File: config.mk
export PLATFORM = sky130hd
export DESIGN_NAME = leve1_rd_target_flat
export DESIGN_NICKNAME = d
export VERILOG_FILES = /design/src/rtl/leve1_rd_target_if.sv /design/src/rtl/leve1_rd_target.sv /design/src/flat_wrapper.sv
export SDC_FILE = /design/constraint.sdc
export NUM_CORES = 1
export LEC_CHECK = 0
export CAP_MARGIN = 20
export CORE_ASPECT_RATIO = 1.25
export CORE_MARGIN = 4
export CORE_UTILIZATION = 38
export CTS_CLUSTER_SIZE = 10
export DETAILED_ROUTE_END_ITERATION = 7
export PLACE_DENSITY = 0.74
export SYNTH_ARGS = -nofsm -noshare
export SYNTH_HDL_FRONTEND = slang
export SYNTH_SLANG_ARGS = --single-unit
File: constraint.sdc
create_clock -name CLK -period 5.3 [get_ports CLK]
set_input_delay 1.06 -clock CLK [delete_from_list [all_inputs] [get_ports CLK]]
set_output_delay 1.06 -clock CLK [all_outputs]
set_load 0.02 [all_outputs]
File: src/rtl/leve1_rd_target_if.sv
// AXI read-channel bundle shared by read targets and their initiators.
interface AXI;
  logic [31:0]  ARADDR;
  logic         ARVALID;
  logic         ARREADY;
  logic [127:0] RDATA;
  logic [1:0]   RRESP;
  logic         RVALID;
  logic         RREADY;

  modport r_targ (input ARADDR, ARVALID, RREADY, output ARREADY, RDATA, RRESP, RVALID);
  modport r_init (output ARADDR, ARVALID, RREADY, input ARREADY, RDATA, RRESP, RVALID);
endinterface

File: src/rtl/leve1_rd_target.sv
// Read-only AXI read target over a constant memory image; requests are queued
// (index + decode error) and the response word is rebuilt from the queue head.
module leve1_rd_target #(
  parameter logic [31:0] BASE_ADDR   = 32'h8000_0000,
  parameter int          DEPTH_LOG2  = 10,
  parameter int          OUTSTANDING = 4
) (
  input logic CLK,
  input logic RST,
  AXI.r_targ  RIT
);
  localparam int NUM_LANES = 4;
  localparam int PW = (OUTSTANDING > 1) ? $clog2(OUTSTANDING) : 1;
  localparam int CW = $clog2(OUTSTANDING + 1);
  localparam logic [32:0] LIMIT = {1'b0, BASE_ADDR} + (33'd16 << DEPTH_LOG2);

  typedef struct packed {
    logic                  err;
    logic [DEPTH_LOG2-1:0] idx;
  } req_t;

  req_t                        q [OUTSTANDING];
  req_t                        new_req, head;
  logic [PW-1:0]               wptr, rptr;
  logic [CW-1:0]               cnt;
  logic                        full, empty, acc, ret;
  logic [32:0]                 addr33;
  logic [31:0]                 word_base;
  logic [NUM_LANES-1:0][31:0]  lanes;

  function automatic logic [PW-1:0] inc(input logic [PW-1:0] p);
    return (p == PW'(OUTSTANDING - 1)) ? '0 : p + PW'(1);
  endfunction

  assign full  = (cnt == CW'(OUTSTANDING));
  assign empty = (cnt == '0);

  // Reset gating keeps ARREADY low while RST is held without waiting for an edge.
  assign RIT.ARREADY = !RST && !full;
  assign RIT.RVALID  = !empty;
  assign acc = RIT.ARVALID && RIT.ARREADY;
  assign ret = RIT.RVALID && RIT.RREADY;

  assign addr33      = {1'b0, RIT.ARADDR};
  assign new_req.err = !((addr33 >= {1'b0, BASE_ADDR}) && (addr33 < LIMIT));
  assign new_req.idx = DEPTH_LOG2'((RIT.ARADDR - BASE_ADDR) >> 4);

  assign head      = q[rptr];
  assign word_base = BASE_ADDR + 32'({head.idx, 4'b0000});

  for (genvar k = 0; k < NUM_LANES; k++) begin : g_lane
    assign lanes[k] = word_base + 32'(4 * k);
  end

  // Empty queue forces zero data, which also covers the reset state.
  assign RIT.RDATA = (RIT.RVALID && !head.err) ? lanes : '0;
  assign RIT.RRESP = (RIT.RVALID && head.err) ? 2'b11 : 2'b00;

  always_ff @(posedge CLK) begin
    if (acc) q[wptr] <= new_req;
  end

  always_ff @(posedge CLK or posedge RST) begin
    if (RST) begin
      wptr <= '0;
      rptr <= '0;
      cnt  <= '0;
    end else begin
      if (acc) wptr <= inc(wptr);
      if (ret) rptr <= inc(rptr);
      case ({acc, ret})
        2'b10:   cnt <= cnt + CW'(1);
        2'b01:   cnt <= cnt - CW'(1);
        default: cnt <= cnt;
      endcase
    end
  end
endmodule

File: src/flat_wrapper.sv
// flat-port wrapper written by rule: the top's interface ports become plain ports
module leve1_rd_target_flat 
#(
  parameter logic [31:0] BASE_ADDR   = 32'h8000_0000,
  parameter int          DEPTH_LOG2  = 10,
  parameter int          OUTSTANDING = 4
)
  (CLK, RST, RIT_ARADDR, RIT_ARVALID, RIT_RREADY, RIT_ARREADY, RIT_RDATA, RIT_RRESP, RIT_RVALID);
  AXI RIT_i ();
  input logic CLK;
  input logic RST;
  input wire logic [$bits(RIT_i.ARADDR)-1:0] RIT_ARADDR;
  input wire logic [$bits(RIT_i.ARVALID)-1:0] RIT_ARVALID;
  input wire logic [$bits(RIT_i.RREADY)-1:0] RIT_RREADY;
  output wire logic [$bits(RIT_i.ARREADY)-1:0] RIT_ARREADY;
  output wire logic [$bits(RIT_i.RDATA)-1:0] RIT_RDATA;
  output wire logic [$bits(RIT_i.RRESP)-1:0] RIT_RRESP;
  output wire logic [$bits(RIT_i.RVALID)-1:0] RIT_RVALID;
  assign RIT_i.ARADDR = RIT_ARADDR;
  assign RIT_i.ARVALID = RIT_ARVALID;
  assign RIT_i.RREADY = RIT_RREADY;
  assign RIT_ARREADY = RIT_i.ARREADY;
  assign RIT_RDATA = RIT_i.RDATA;
  assign RIT_RRESP = RIT_i.RRESP;
  assign RIT_RVALID = RIT_i.RVALID;
  leve1_rd_target #(.BASE_ADDR(BASE_ADDR), .DEPTH_LOG2(DEPTH_LOG2), .OUTSTANDING(OUTSTANDING)) u_core (.CLK(CLK), .RST(RST), .RIT(RIT_i));
endmodule
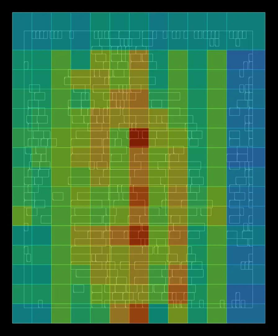
Fig. 1. Routing congestion map.
grt met2 use: 0.190
Top Usage Layer GRT: met2

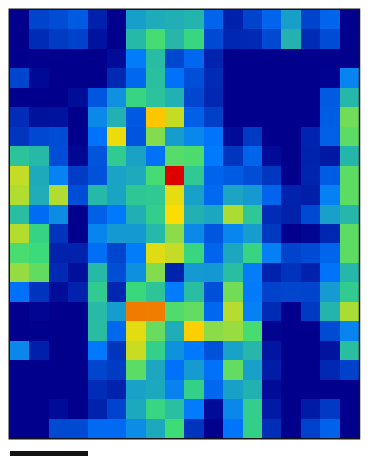
Fig. 2. Wire density map.
The bar under the picture is 20 µm long. The die is cut into 18 by 22 equal tiles; dark blue is low, red is high, scaled to the fullest tile. Values are wire area over tile area, all layers added.
tiles over half the peak: 12%
fullest tile: 0.39
mean over tiles: 0.089

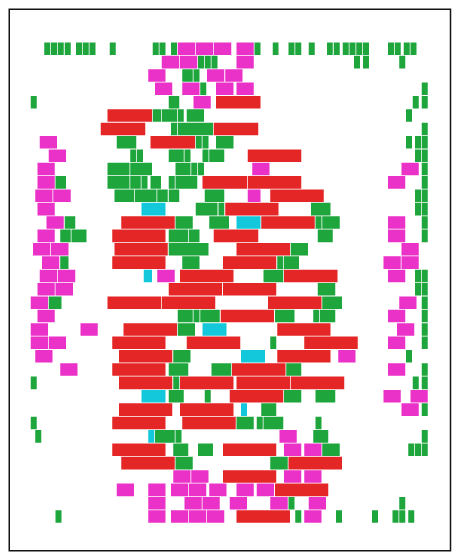
Fig. 3. Cells colored by class.
[remaining buffers and delay cells] magenta | cells: 84 | share of their area: 24%
[combinational and other logic] green | cells: 170 | share of their area: 30%
[clock drivers and dummy loads] cyan | cells: 8 | share of their area: 2.4%
[sequential cells] red | cells: 51 | share of their area: 43%
Core Rows: 36
fraction of area in registers: 0.420
design area: 3570 µm²

==> run summary <==
run metrics: drt wl/cell 13.0 µm, vias per std cell 4.17, CP startpoint u_core.rptr[1], hold-critical path depth 1, dpl ws 1.83 ns, Async S/R FF share, synth 0.137, crit path to RIT_RDATA[76], dominant kind of cell by area sequential cells, CP required 4.24 ns, core area 7930 µm², Final min period about 3.7 ns, Top Layout Cells clkdlybuf4s50_1, conb_1, edfxtp_1, Avg Inst Size Synth 11.9 µm², hold_ws ~0.56 ns, clock skew around 0.0080 ns, CTS Hold Bufs 0, R2R Path End u_core.cnt[2], H-Tree Depth 2, Comb pwr share 0.598, clkbuf count 7, Final Max Tran Viols 0, clock slew at reported path FFs 0.08 ns, Internal Power between 1 and 1.5 mW, setup TNS 0 ns, Final setup viols 0, Sw Share 0.418, Non-clk bufs 84, initial antenna violation count 0, uppermost layer routed met4, Die Y 110 µm, Layout non-clock buf frac 0.235, status complete, no violations, Synth Seq Share 0.474, comb pwr around 1.2 mW, OpenROAD warnings 33, FF/Latch Area 1500 µm², fin util 0.450, met3 usage 0.0270, Pre-Repair DR Iteration Count 4, CTS Sinks 51, peak supply drop about 0.19 mV, CTS tree yes, Bufs and invs on worst path 2, Hold Vio Cnt, Final 0, Synth Flop Type edfxtp_1
cells in the mapped netlist, drive strengths merged (5+ instances only):
cell type  number  area, µm²
inv             9       33.8
mux2           14        158
edfxtp         44       1320
nor2            5       18.8
mux2i          14        153
nand2          13       58.8
ha              6       75.1
o32ai          10       87.6
dfrtp           7        175
and2            5       31.3
buf           121        912
logic make-up after synthesis:
family	count (synthesis)	synth area share
AND-OR/OR-AND	12	0.0321
XOR/XNOR	3	0.00833
adder cells (fa/ha/maj)	7	0.0301
buffers and inverters	132	0.303
flip-flops	51	0.474
multiplexers	28	0.0983
other	1	0.00119
AND/OR/NAND/NOR	31	0.0523
flip-flops by register name (all words and copies together), names as in the netlist:
name	count
u_core.q	44
u_core.cnt	3
u_core.rptr	2
u_core.wptr	2
Power and IR drop assume default switching activity.
